[src/rtl/versatile_fifo_sync_fifo_pkg.sv]
// Shared constants and helpers for the versatile_fifo blocks.
package versatile_fifo_sync_fifo_pkg;

  // Read-mode selector values for the FWFT parameter.
  localparam bit FWFT_OFF = 1'b0;
  localparam bit FWFT_ON  = 1'b1;

  // Bits needed to encode the values 0..n-1 (at least 1).
  function automatic int unsigned vf_clog2(input int unsigned n);
    int unsigned w;
    w = 1;
    while ((32'd1 << w) < n) begin
      w++;
    end
    return w;
  endfunction

endpackage

[src/rtl/versatile_fifo_sync_fifo_if.sv]
// Producer/consumer bundle of the synchronous FIFO.
interface versatile_fifo_sync_fifo_if #(
  parameter int unsigned DATA_WIDTH = 8,
  parameter int unsigned ADDR_WIDTH = 4
);
  logic                  clr;
  logic                  wr_en;
  logic [DATA_WIDTH-1:0] wr_data;
  logic                  rd_en;
  logic [DATA_WIDTH-1:0] rd_data;
  logic                  rd_valid;
  logic                  full;
  logic                  empty;
  logic                  almost_full;
  logic                  almost_empty;
  logic [ADDR_WIDTH:0]   count;
  logic                  overflow;
  logic                  underflow;

  modport master (
    output clr, wr_en, wr_data, rd_en,
    input  rd_data, rd_valid, full, empty, almost_full, almost_empty, count, overflow, underflow
  );

  modport slave (
    input  clr, wr_en, wr_data, rd_en,
    output rd_data, rd_valid, full, empty, almost_full, almost_empty, count, overflow, underflow
  );
endinterface

[src/rtl/versatile_fifo_sync_ram.sv]
// Simple dual-port RAM: one write port, one registered read port, no reset.
// A read of the address being written returns the old contents.
module versatile_fifo_sync_ram #(
  parameter int unsigned DATA_WIDTH = 8,
  parameter int unsigned ADDR_WIDTH = 4
) (
  input  logic                  clk_i,
  input  logic                  wr_en_i,
  input  logic [ADDR_WIDTH-1:0] wr_addr_i,
  input  logic [DATA_WIDTH-1:0] wr_data_i,
  input  logic                  rd_en_i,
  input  logic [ADDR_WIDTH-1:0] rd_addr_i,
  output logic [DATA_WIDTH-1:0] rd_data_o
);
  localparam int unsigned Depth = 1 << ADDR_WIDTH;

  logic [DATA_WIDTH-1:0] mem_q [Depth];
  logic [DATA_WIDTH-1:0] rd_data_q;

  // Storage write and registered read share one clock edge.
  always_ff @(posedge clk_i) begin
    if (wr_en_i) mem_q[wr_addr_i] <= wr_data_i;
    if (rd_en_i) rd_data_q <= mem_q[rd_addr_i];
  end

  assign rd_data_o = rd_data_q;
endmodule

[src/rtl/versatile_fifo_sync_fifo.sv]
// Single-clock FIFO with occupancy count, threshold flags, error pulses,
// synchronous clear and optional first-word-fall-through read mode.
module versatile_fifo_sync_fifo
  import versatile_fifo_sync_fifo_pkg::*;
#(
  parameter int unsigned DATA_WIDTH = 8,
  parameter int unsigned ADDR_WIDTH = 4,
  parameter bit          FWFT       = FWFT_OFF,
  parameter int unsigned AF_LEVEL   = (1 << ADDR_WIDTH) - 1,
  parameter int unsigned AE_LEVEL   = 1
) (
  input logic                       clk,
  input logic                       rst,
  versatile_fifo_sync_fifo_if.slave bus
);
  localparam int unsigned Depth = 1 << ADDR_WIDTH;
  localparam int unsigned CntW  = vf_clog2(Depth + 1);

  typedef logic [ADDR_WIDTH-1:0] ptr_t;
  typedef logic [CntW-1:0]       cnt_t;
  typedef logic [DATA_WIDTH-1:0] data_t;

  ptr_t  wr_ptr_q, wr_ptr_d, rd_ptr_q, rd_ptr_d, ram_raddr;
  cnt_t  count_q, count_d, ram_cnt;
  data_t rd_data_q, rd_data_d, byp_data_q, ram_rdata, prefetch;
  logic  full_q, full_d, empty_q, empty_d, af_q, af_d, ae_q, ae_d;
  logic  ovf_q, ovf_d, udf_q, udf_d, rd_valid_q, rd_valid_d;
  logic  rd_pend_q, rd_pend_d, head_valid_q, head_valid_d, byp_sel_q, byp_sel_d;
  logic  wr_acc, rd_acc, ram_wr, ram_ren, rd_adv, head_load_wr, head_load_ram;

  assign wr_acc = bus.wr_en && !full_q && !bus.clr;
  assign rd_acc = bus.rd_en && !empty_q && !bus.clr;

  // In FWFT mode the head register holds one word, the RAM holds the rest.
  assign ram_cnt       = count_q - cnt_t'(head_valid_q);
  assign head_load_wr  = (FWFT == FWFT_ON) && wr_acc &&
                         (!head_valid_q || (rd_acc && ram_cnt == '0));
  assign head_load_ram = (FWFT == FWFT_ON) && rd_acc && (ram_cnt != '0);
  assign ram_wr        = wr_acc && !head_load_wr;
  assign rd_adv        = (FWFT == FWFT_ON) ? head_load_ram : rd_acc;

  // FWFT keeps the RAM read port tracking the next-state pointer so the
  // following word is already registered when the head is popped.
  assign ram_raddr = (FWFT == FWFT_ON) ? rd_ptr_d : rd_ptr_q;
  assign ram_ren   = (FWFT == FWFT_ON) ? 1'b1 : rd_acc;
  // A word written at the address being read came back stale from the RAM.
  assign prefetch  = byp_sel_q ? byp_data_q : ram_rdata;

  // Next-state: pointers, count, head/output register and registered flags.
  always_comb begin
    wr_ptr_d     = wr_ptr_q + ptr_t'(ram_wr);
    rd_ptr_d     = rd_ptr_q + ptr_t'(rd_adv);
    count_d      = count_q;
    head_valid_d = head_valid_q;
    rd_data_d    = rd_data_q;
    rd_valid_d   = 1'b0;
    rd_pend_d    = (FWFT == FWFT_OFF) && rd_acc;
    if (wr_acc && !rd_acc)      count_d = count_q + cnt_t'(1);
    else if (rd_acc && !wr_acc) count_d = count_q - cnt_t'(1);
    if (bus.clr) begin
      wr_ptr_d = '0;
      rd_ptr_d = '0;
      count_d  = '0;
    end
    if (FWFT == FWFT_ON) begin
      if (head_load_ram)     rd_data_d = prefetch;
      else if (head_load_wr) rd_data_d = bus.wr_data;
      if (bus.clr)                             head_valid_d = 1'b0;
      else if (head_load_ram || head_load_wr)  head_valid_d = 1'b1;
      else if (rd_acc)                         head_valid_d = 1'b0;
      rd_valid_d = head_valid_d;
    end else begin
      if (rd_pend_q) rd_data_d = ram_rdata;
      rd_valid_d = rd_pend_q;
    end
    byp_sel_d = (FWFT == FWFT_ON) && ram_wr && (wr_ptr_q == rd_ptr_d);
    full_d    = (count_d == cnt_t'(Depth));
    empty_d   = (count_d == '0);
    af_d      = (count_d >= cnt_t'(AF_LEVEL));
    ae_d      = (count_d <= cnt_t'(AE_LEVEL));
    ovf_d     = bus.wr_en && full_q && !bus.clr;
    udf_d     = bus.rd_en && empty_q && !bus.clr;
  end

  // State registers with asynchronous reset.
  always_ff @(posedge clk or posedge rst) begin
    if (rst) begin
      wr_ptr_q     <= '0;
      rd_ptr_q     <= '0;
      count_q      <= '0;
      rd_data_q    <= '0;
      rd_valid_q   <= 1'b0;
      rd_pend_q    <= 1'b0;
      head_valid_q <= 1'b0;
      byp_sel_q    <= 1'b0;
      full_q       <= 1'b0;
      empty_q      <= 1'b1;
      af_q         <= (AF_LEVEL == 0);
      ae_q         <= 1'b1;
      ovf_q        <= 1'b0;
      udf_q        <= 1'b0;
    end else begin
      wr_ptr_q     <= wr_ptr_d;
      rd_ptr_q     <= rd_ptr_d;
      count_q      <= count_d;
      rd_data_q    <= rd_data_d;
      rd_valid_q   <= rd_valid_d;
      rd_pend_q    <= rd_pend_d;
      head_valid_q <= head_valid_d;
      byp_sel_q    <= byp_sel_d;
      full_q       <= full_d;
      empty_q      <= empty_d;
      af_q         <= af_d;
      ae_q         <= ae_d;
      ovf_q        <= ovf_d;
      udf_q        <= udf_d;
    end
  end

  // Bypass data needs no reset; it is qualified by byp_sel_q.
  always_ff @(posedge clk) begin
    byp_data_q <= bus.wr_data;
  end

  versatile_fifo_sync_ram #(
    .DATA_WIDTH(DATA_WIDTH),
    .ADDR_WIDTH(ADDR_WIDTH)
  ) u_ram (
    .clk_i    (clk),
    .wr_en_i  (ram_wr),
    .wr_addr_i(wr_ptr_q),
    .wr_data_i(bus.wr_data),
    .rd_en_i  (ram_ren),
    .rd_addr_i(ram_raddr),
    .rd_data_o(ram_rdata)
  );

  assign bus.rd_data      = rd_data_q;
  assign bus.rd_valid     = rd_valid_q;
  assign bus.full         = full_q;
  assign bus.empty        = empty_q;
  assign bus.almost_full  = af_q;
  assign bus.almost_empty = ae_q;
  assign bus.count        = count_q;
  assign bus.overflow     = ovf_q;
  assign bus.underflow    = udf_q;
endmodule

[src/flat_wrapper.sv]
// flat-port wrapper written by rule: the top's interface ports become plain ports
module versatile_fifo_sync_fifo_flat import versatile_fifo_sync_fifo_pkg::*;
#(
  parameter int unsigned DATA_WIDTH = 8,
  parameter int unsigned ADDR_WIDTH = 4,
  parameter bit          FWFT       = FWFT_OFF,
  parameter int unsigned AF_LEVEL   = (1 << ADDR_WIDTH) - 1,
  parameter int unsigned AE_LEVEL   = 1
)
  (clk, rst, bus_clr, bus_wr_en, bus_wr_data, bus_rd_en, bus_rd_data, bus_rd_valid, bus_full, bus_empty, bus_almost_full, bus_almost_empty, bus_count, bus_overflow, bus_underflow);
  versatile_fifo_sync_fifo_if #(.DATA_WIDTH(DATA_WIDTH), .ADDR_WIDTH(ADDR_WIDTH)) bus_i ();
  input logic clk;
  input logic rst;
  input wire logic [$bits(bus_i.clr)-1:0] bus_clr;
  input wire logic [$bits(bus_i.wr_en)-1:0] bus_wr_en;
  input wire logic [$bits(bus_i.wr_data)-1:0] bus_wr_data;
  input wire logic [$bits(bus_i.rd_en)-1:0] bus_rd_en;
  output wire logic [$bits(bus_i.rd_data)-1:0] bus_rd_data;
  output wire logic [$bits(bus_i.rd_valid)-1:0] bus_rd_valid;
  output wire logic [$bits(bus_i.full)-1:0] bus_full;
  output wire logic [$bits(bus_i.empty)-1:0] bus_empty;
  output wire logic [$bits(bus_i.almost_full)-1:0] bus_almost_full;
  output wire logic [$bits(bus_i.almost_empty)-1:0] bus_almost_empty;
  output wire logic [$bits(bus_i.count)-1:0] bus_count;
  output wire logic [$bits(bus_i.overflow)-1:0] bus_overflow;
  output wire logic [$bits(bus_i.underflow)-1:0] bus_underflow;
  assign bus_i.clr = bus_clr;
  assign bus_i.wr_en = bus_wr_en;
  assign bus_i.wr_data = bus_wr_data;
  assign bus_i.rd_en = bus_rd_en;
  assign bus_rd_data = bus_i.rd_data;
  assign bus_rd_valid = bus_i.rd_valid;
  assign bus_full = bus_i.full;
  assign bus_empty = bus_i.empty;
  assign bus_almost_full = bus_i.almost_full;
  assign bus_almost_empty = bus_i.almost_empty;
  assign bus_count = bus_i.count;
  assign bus_overflow = bus_i.overflow;
  assign bus_underflow = bus_i.underflow;
  versatile_fifo_sync_fifo #(.DATA_WIDTH(DATA_WIDTH), .ADDR_WIDTH(ADDR_WIDTH), .FWFT(FWFT), .AF_LEVEL(AF_LEVEL), .AE_LEVEL(AE_LEVEL)) u_core (.clk(clk), .rst(rst), .bus(bus_i));
endmodule
[config.mk]
export PLATFORM = sky130hd
export DESIGN_NAME = versatile_fifo_sync_fifo_flat
export DESIGN_NICKNAME = d
export VERILOG_FILES = /design/src/rtl/versatile_fifo_sync_fifo_pkg.sv /design/src/rtl/versatile_fifo_sync_fifo_if.sv /design/src/rtl/versatile_fifo_sync_ram.sv /design/src/rtl/versatile_fifo_sync_fifo.sv /design/src/flat_wrapper.sv
export SDC_FILE = /design/constraint.sdc
export NUM_CORES = 1
export LEC_CHECK = 0
export ABC_AREA = 1
export CAP_MARGIN = 40
export CORE_UTILIZATION = 64
export DETAILED_ROUTE_END_ITERATION = 10
export PLACE_DENSITY_LB_ADDON = 0.3
export RECOVER_POWER = 50
export SYNTH_ARGS = -nofsm -noshare
export SYNTH_HDL_FRONTEND = slang
export SYNTH_SLANG_ARGS = --single-unit
[constraint.sdc]
create_clock -name clk -period 2.73 [get_ports clk]
set_input_delay 0.4095 -clock clk [delete_from_list [all_inputs] [get_ports clk]]
set_output_delay 0.4095 -clock clk [all_outputs]
set_load 0.005 [all_outputs]
==> run_1/density.png <==
Drawn at 4 px/um. The die is cut into 11 by 11 equal tiles; dark blue is low, red is high, 0 to 100% covered.
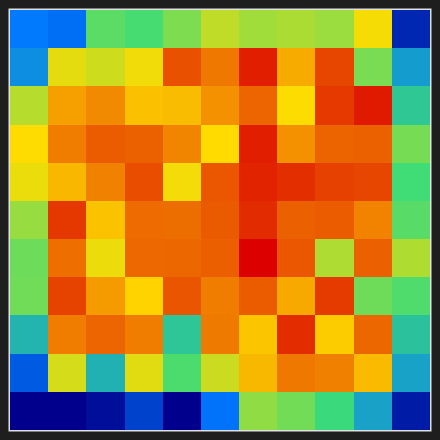
mean over tiles: 70%
densest ninth of the die: middle
nearly empty tiles: 2.5%
FP Util: 65.8%
core area: 10300 um^2
Layout Utilization: 76.2%

==> run_1/met1.png <==
Drawn at 4 px/um. Supply wires on this layer in grey. Cells faint in the background.
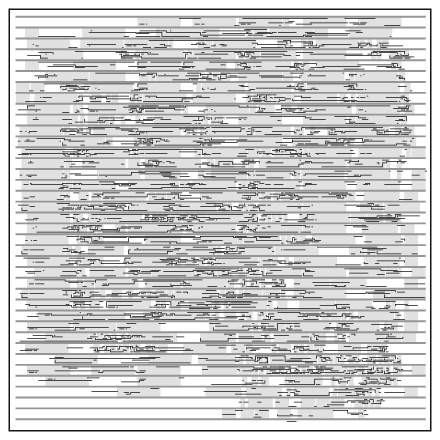
wire length on this layer: 5580 um
main direction: horizontal
share of all routed wire: 39%
met1 usage: 36.7%
WL final: 14300 um
vias: 4564

==> flow_summary.ini, run 1 <==
; implementation run metrics
[setup_path]
critPathBufInv = 4
timing.rr.end = u_core.u_ram.rd_data_o[1]
critPathCaptureType = flip-flop
crit_cells = 10
regToRegStartpoint = u_core.ram_raddr[1]
critical_path.slowest_cell = dlygate4sd3_1
worstSetupStartpoint = bus_clr
worstPathMaxFanout = 9

[logic_synthesis]
synth_dominant_cell_count = edfxtp_1
yosys-top-cells-count = edfxtp_1 (136), nor2_1 (124), o21ai_0 (68), nand2_1 (44), o211ai_1 (32)
yosysCellCount = 558
ys_seq_share_pct = 70.8
synth_area_um2 = 6790

[final_timing]
fmax_mhz = 455
setup_viol = 0
slew_violations = 30
finalSetupTns_ns = 0
clock_skew_ns = 0.00712

[grt]
overflow = 0
antenna_found_initial = 0

[flow_run]
cap_viol_max_count = 1

[hold_path]
hold_class = reg2reg

[run_status]
violations = capacitance limit, slew limit
status = finished, violations left

[clock_tree]
clkSlewWorstSetupHoldPaths_ns = 0.06
numCtsBuffers = 17
cts_hold_buf = 0
cts_num_sinks = 165

[floorplan]
die_w_um = 105
fp-row-count = 37

[placed_design]
gp_congestion = 0.853

[final_layout]
n_antenna_cell = 0

[detailed_routing]
wl_per_cell_um = 19.0
==> run_1/final_placement.png <==
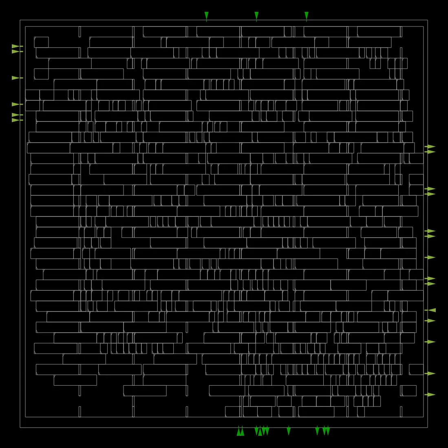
number of fill cells: 604
Final Non-Filler Cells: 753
Seq/total area: 61.2%

[run 1: layer usage]
layer  share of wire, %  global-route usage [%]
met3                8.7                    5.68
met1                 39                    36.7
met5                  0                       0
met2                 50                    46.7
met4                1.9                    8.75
[run 1: cells by family after synthesis]
group | synth area share [%]
simple gates | 12.5
flops | 70.8
compound gates | 10.0
buf+inv | 3.90
mux | 1.33
fa+ha+maj | 1.10
xor+xnor | 0.258
[run 1: per-stage QoR]
step	setup slack [ns]	area [um^2]	cells	power (W)	hold slack, ns
3_5_place_dp	0.435	7290	720	0.00384	0.468
2_1_floorplan	1.02	6790	558	0.00348	0.352
4_1_cts	0.682	7860	752	0.00608	0.275
6_report	0.534	7860	753	0.00606	0.486
3_3_place_gp	0.530	7290	720	0.00381	0.467
5_1_grt	0.350	7860	753	0.00628	0.497
[run 1: cell type report]
type / count / area [um^2] / area share, %
inverter: 30 / 115 / 1.46
tap: 136 / 170 / 2.16
clock buffer: 18 / 418 / 5.32
clock inverter: 14 / 149 / 1.89
timing repair buffer: 54 / 494 / 6.29
sequential: 165 / 4810 / 61.2
multi-input combinational: 336 / 1700 / 21.7
[run 1: power breakdown]
part           internal, W  leakage, nW  switching (W)  total [W]
clock              0.00131        0.271       0.000972    0.00228
sequential         0.00287         1.60      0.0000830    0.00296
combinational     0.000366        0.978       0.000459   0.000825
[run 1: registers in the layout (all words and copies together) (netlist names)]
| register | flops |
|---|---|
| u_core.u_ram.mem_q | 128 |
| u_core.bus.rd_data | 8 |
| u_core.u_ram.rd_data_o | 8 |
| u_core.bus.count | 5 |
| u_core.ram_raddr | 4 |
| u_core.wr_ptr_q | 4 |
| u_core.bus.almost_empty | 1 |
| u_core.bus.almost_full | 1 |
| u_core.bus.empty | 1 |
| u_core.bus.full | 1 |
| u_core.bus.overflow | 1 |
| u_core.bus.rd_valid | 1 |
| u_core.bus.underflow | 1 |
| u_core.rd_pend_q | 1 |
[run 1: worst reg2reg max path: cells and delay by family, from the launching register on]
family,cells,cell delay (ns)
AOI/OAI and AO/OA,3,0.59
buffers and inverters,1,0.52
DFF,1,0.33
and+or+nand+nor,2,0.26
[run 1: cell usage in the layout (no fill, tap or decap)]
cell             instances
clkbuf_8                 1
nor2_4                   1
or2_2                    1
nor3_1                   2
buf_16                   1
nand3_4                  1
nand4_1                  2
nor3_2                   1
clkinv_1                 2
dfrtp_1                 27
nand2_2                  3
xor2_1                   1
a21oi_4                  1
clkdlybuf4s50_1         22
dlygate4sd3_1           10
edfxtp_1               136
mux2_2                   8
nand3_1                 20
clkinvlp_4               3
inv_1                   26
o21ai_0                 68
nand3_2                  1
dfstp_2                  2
o21ai_1                 12
bufinv_16                2
a21oi_1                  5
xnor2_1                  1
inv_6                    6
nor2_1                 124
buf_4                   18
inv_4                    1
inv_2                    2
clkbuf_16               16
o211ai_1                32
clkinv_2                 2
ha_1                     6
nand2_1                 44
nor2_2                   2
clkbuf_1                 4
==> run 2: changes to the inputs <==
--- a/config.mk
+++ b/config.mk
@@ -7,7 +7,7 @@
 export LEC_CHECK = 0
 export ABC_AREA = 1
 export CAP_MARGIN = 40
-export CORE_UTILIZATION = 64
+export CORE_UTILIZATION = 60
 export DETAILED_ROUTE_END_ITERATION = 10
 export PLACE_DENSITY_LB_ADDON = 0.3
 export RECOVER_POWER = 50
==> constraint.sdc (replaced) <==
create_clock -name clk -period 2.3 [get_ports clk]
set_input_delay 0.345 -clock clk [delete_from_list [all_inputs] [get_ports clk]]
set_output_delay 0.345 -clock clk [all_outputs]
set_load 0.005 [all_outputs]
==> run_2/density.png <==
Drawn at 3 px/um. The die is cut into 11 by 11 equal tiles; dark blue is low, red is high, 0 to 100% covered.
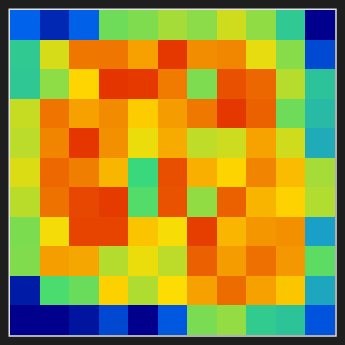
emptiest ninth of the die: bottom left
fullest tile: 94%
mean over tiles: 66%

==> run 2 against run 1 <==
Effect of this change:
- the flow still finishes with violations (capacitance limit, slew limit)
- synthesized cell count unchanged
- clock-buffer cell count increased by 8
- worst setup slack lost 0.24 ns
- largest power group unchanged
==> flow_summary.ini, run 2 <==
; implementation run metrics
[final_timing]
slew_violations = 30
fmax_mhz = 498
clock_skew_ns = 0.0125
finalSetupTns_ns = 0

[detailed_routing]
wl_um = 14800
via_count = 4525
wl_per_cell_um = 19.3

[flow_run]
cap_viol_max_count = 1

[logic_synthesis]
ys_sh_xor_pct = 0.258
synth_area_um2 = 6790
compound_area_share_pct = 10.0
ys_seq_share_pct = 70.8
adder_share_pct = 1.10
yosysCellCount = 558

[floorplan]
core-area_um2 = 10900
fp_util_pct = 62.1
fp-row-count = 38
die_w_um = 108

[placed_design]
gp_congestion = 0.934
post_dp_cell_area_um2 = 7390

[grt]
overflow = 0
grt_use_met3_pct = 6.87
gr-usage-met2_pct = 44.3
grt-busiest-layer = met2
use_met1_pct = 34.2
antenna_found_initial = 0

[final_layout]
lay_top_count = edfxtp_1
regMostFlops = u_core.u_ram.mem_q
largest_reg_flops = 128
lay_top_cells = edfxtp_1 (136), nor2_1 (124), o21ai_0 (68)
design_area_um2 = 7960

[hold_path]
hold_class = reg2reg

[setup_path]
regToRegStartpoint = u_core.bus.full
worstPathMaxFanout = 11

[clock_tree]
cts_hold_buf = 0
cts_num_sinks = 165
numCtsBuffers = 17
clkSlewWorstSetupHoldPaths_ns = 0.06

[run_status]
violations = capacitance limit, slew limit
status = finished, violations left
==> run_2/final_placement.png <==
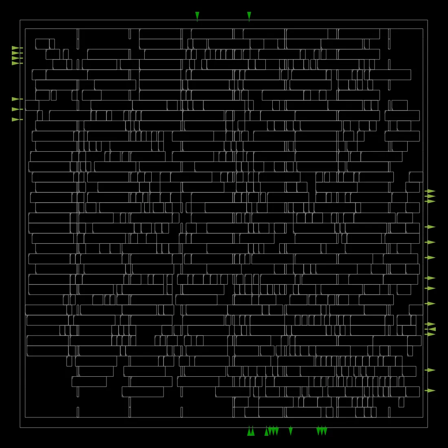
Final Non-Filler Cells: 769
Seq/total area: 60.5%
number of fill cells: 724

==> run 2: netlist changes by cell type in the layout (fill, tap and decap cells not counted), moves of 2 or more <==
| cell | previous run | this run |
|---|---|---|
| clkinvlp_4 | 3 | 0 |
| clkdlybuf4s50_1 | 22 | 24 |
| buf_4 | 18 | 24 |
| inv_6 | 6 | 0 |
| clkbuf_1 | 4 | 14 |
| dlygate4sd3_1 | 10 | 8 |
| clkbuf_16 | 16 | 20 |
| inv_1 | 26 | 24 |
| inv_2 | 2 | 4 |
==> run 2: cell families after synthesis <==
| family | after synthesis |
|---|---|
| AND/OR/NAND/NOR | 202 |
| flip-flops | 165 |
| AND-OR/OR-AND | 118 |
| buffers and inverters | 57 |
| multiplexers | 8 |
| adder cells (fa/ha/maj) | 6 |
| XOR/XNOR | 2 |
==> run 2: cell type report <==
type / instances / area, um^2
clock buffers: 26 / 543
clock inverters: 6 / 60.1
flip-flops and latches: 165 / 4810
repair buffers: 66 / 538
multi-input cells: 336 / 1720
well taps: 140 / 175
fillers: 724 / 2980
inverters: 30 / 115
==> run 2: per-stage QoR <==
stage               util [%]  hold slack, ns  instances  setup WS [ns]  total power, W
floorplan                  -           0.352        558          0.590         0.00413
global placement        67.6           0.458        737         0.0732         0.00454
detailed placement      67.6           0.466        737         0.0519         0.00460
CTS                     73.1           0.320        769          0.380         0.00738
global route            72.8           0.496        769          0.162         0.00761
finish                  72.8           0.478        769          0.292         0.00735
==> run 2: worst max-delay path, cell delays in order <==
cell	delay, ns
clkdlybuf4s50_1	0.47
clkbuf_1	0.44
inv_2	0.22
nand3_4	0.21
inv_2	0.05
nand2_1	0.09
nand2_2	0.07
a21oi_4	0.21
nand2_2	0.07
nor2_1	0.17
==> run 2: worst max path at each step <==
stage,endpoint,start
after floorplan,u_core.u_ram.mem_q[11][0],u_core.bus.full
after global placement,u_core.u_ram.mem_q[5][2],bus_wr_en
after detailed placement,u_core.u_ram.mem_q[13][7],bus_wr_en
after CTS,u_core.u_ram.mem_q[13][4],u_core.bus.full
after global routing,u_core.bus.full,bus_clr
final,u_core.bus.full,bus_clr
==> run 2: power breakdown <==
group | leakage [nW] | switching [W] | internal (W)
logic | 1.00 | 0.000572 | 0.000451
registers | 1.60 | 0.000103 | 0.00341
clock network | 0.300 | 0.00107 | 0.00174
total | 2.91 | 0.00175 | 0.00560
==> run 2: layer usage <==
metal / up-vias / part of all wire [%]
met2: 227 / 50
met4: 0 / 2.9
met1: 2179 / 39
met3: 34 / 8.3
met5: - / 0
li1: 2085 / -
==> run 3: changes to the inputs <==
--- a/config.mk
+++ b/config.mk
@@ -14,3 +14,4 @@
 export SYNTH_ARGS = -nofsm -noshare
 export SYNTH_HDL_FRONTEND = slang
 export SYNTH_SLANG_ARGS = --single-unit
+export TNS_END_PERCENT = 5
==> run_3/density.png <==
Drawn at 3 px/um. The die is cut into 11 by 11 equal tiles; dark blue is low, red is high, 0 to 100% covered.
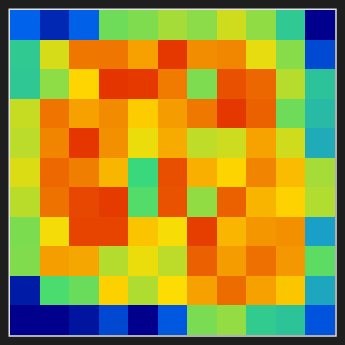
emptiest ninth of the die: bottom left
mean over tiles: 66%
tiles over 75% full: 48%
fullest tile: 94%
nearly empty tiles: 3.3%
core area: 10900 um^2
Layout Utilization: 72.8%
FP Util: 62.1%

==> run 3 against run 2 <==
Effect of this change:
- the run still ends with capacitance limit, slew limit left
- sequential power is essentially flat
- non-clock buffer count unchanged
- global-route usage is the same
- clock-buffer cell count is the same
- combinational power about the same
- first-iteration DRC count unchanged
- routed wire length is the same
- synthesized area did not move
- fmax unchanged
- cell count did not move
- critical path depth stayed put
- critical path type unchanged
==> flow_summary.ini, run 3 <==
; implementation run metrics
[run_status]
status = finished, violations left
violations = capacitance limit, slew limit

[final_timing]
fmax_mhz = 498
hold-worst-slack_ns = 0.478
tightest_slew_ns = 1.56
slew_violations = 30
clock_skew_ns = 0.0125
finalSetupTns_ns = 0

[clock_tree]
htreeDepth = 4
numCtsBuffers = 17
cts_setup_buffers = 0
cts_hold_buf = 0
cts_num_sinks = 165
clkSlewWorstSetupHoldPaths_ns = 0.06

[placed_design]
hpwlAfterDp_um = 9520
gp_congestion = 0.934

[hold_path]
hold-path-endpoint = u_core.bus.rd_data[5]
hold_class = reg2reg

[final_layout]
regMostFlops = u_core.u_ram.mem_q
largest_reg_flops = 128
lay_top_count = edfxtp_1
lay_top_cells = edfxtp_1 (136), nor2_1 (124), o21ai_0 (68)

[detailed_routing]
drtAntennaViolNets = 0
drt-initial-drc-count = 482
wl_per_cell_um = 19.3

[grt]
grt_pass1_vias = 4458
overflow = 0
antenna_found_initial = 0

[flow_run]
cap_viol_max_count = 1

[logic_synthesis]
async_reset_ff_share_pct = 17.6
synth_area_um2 = 6790
yosysCellCount = 558
synth_dominant_cell_count = edfxtp_1
ys_seq_share_pct = 70.8
synthTopCellsByArea = edfxtp_1 (60%), dfrtp_1 (9.9%), nor2_1 (6.9%), o21ai_0 (5.0%), o211ai_1 (3.5%)
ys_warn_count = 0

[setup_path]
r2r_slack_ns = 0.35
rr_worst_depth = 6
timing.rr.end = u_core.u_ram.mem_q[13][4]
worstPathMaxFanout = 11
regToRegStartpoint = u_core.bus.full

[floorplan]
die_w_um = 108
fp-row-count = 38
chipHeight_um = 108
==> run_3/met1.png <==
Drawn at 4 px/um. Supply wires on this layer in grey. Cells faint in the background.
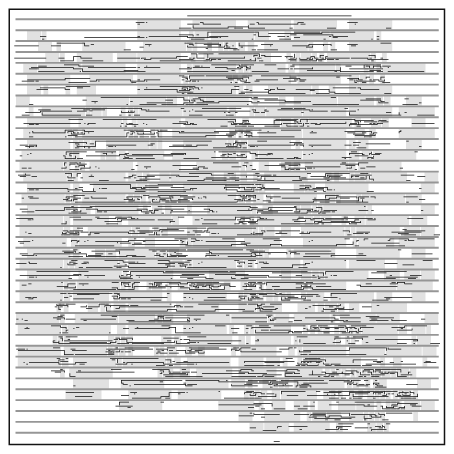
main direction: horizontal
nets with wire on the layer: 591
WL final: 14800 um
met1 usage: 34.2%
vias: 4525

-- run 3: cell counts after synthesis --
No cell type changed its count.
-- run 3: report_power, final --
group	internal (W)	switching [W]
clock	0.00174	0.00107
combinational	0.000451	0.000572
sequential	0.00341	0.000103
total	0.00560	0.00175
-- run 3: logic make-up after synthesis --
family | after synthesis | share of synthesized area [%]
AOI/OAI and AO/OA | 118 | 10.0
buffers and inverters | 57 | 3.90
and+or+nand+nor | 202 | 12.5
DFF | 165 | 70.8
xor gates and xnor gates | 2 | 0.258
muxes | 8 | 1.33
adders and majority gates | 6 | 1.10
-- run 3: how the worst max path moves through the flow --
| stage | startpoint | end | slack, ns | depth (start not counted) |
|---|---|---|---|---|
| 5_1_grt | bus_clr | u_core.bus.full | 0.16 | 10 |
| 3_3_place_gp | bus_wr_en | u_core.u_ram.mem_q[5][2] | 0.07 | 6 |
| 3_5_place_dp | bus_wr_en | u_core.u_ram.mem_q[13][7] | 0.05 | 6 |
| 2_1_floorplan | u_core.bus.full | u_core.u_ram.mem_q[11][0] | 0.59 | 5 |
| 6_report | bus_clr | u_core.bus.full | 0.29 | 10 |
| 4_1_cts | u_core.bus.full | u_core.u_ram.mem_q[13][4] | 0.38 | 6 |
-- run 3: area by class of cell --
cell class	count	area, um^2
tap	140	175
clock inverter	6	60.1
timing repair buffer	66	538
inverter	30	115
fill	724	2980
clock buffer	26	543
sequential	165	4810
multi-input combinational	336	1720
-- run 3: per-stage QoR --
step | setup WS, ns | power (W) | cells | area [um^2]
4_1_cts | 0.380 | 0.00738 | 769 | 8000
2_1_floorplan | 0.590 | 0.00413 | 558 | 6790
6_report | 0.292 | 0.00735 | 769 | 7960
3_3_place_gp | 0.0732 | 0.00454 | 737 | 7390
3_5_place_dp | 0.0519 | 0.00460 | 737 | 7390
5_1_grt | 0.162 | 0.00761 | 769 | 7960
-- run 3: metal layers --
layer	vias to the layer above	routed length [um]	global-route usage, %
met4	0	435	14.9
met1	2179	5730	34.2
met2	227	7430	44.3
met5	-	0	0
li1	2085	-	-
met3	34	1230	6.87
-- run 3: worst max-delay path: stages --
cell and delay, ns:
clkdlybuf4s50_1 0.47, clkbuf_1 0.44, inv_2 0.22, nand3_4 0.21, inv_2 0.05, nand2_1 0.09
nand2_2 0.07, a21oi_4 0.21, nand2_2 0.07, nor2_1 0.17

==> layout pictures side by side <==
Port wiring.
shot_01.png
Drawn at 2 px/um.
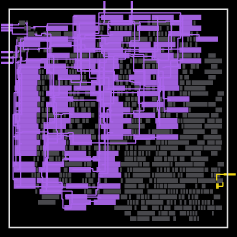
shot_02.png
Drawn at 3 px/um.
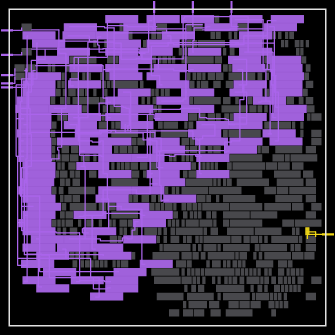
shot_02.png -> run 1
shot_01.png -> run 3

Power and IR drop assume default switching activity.
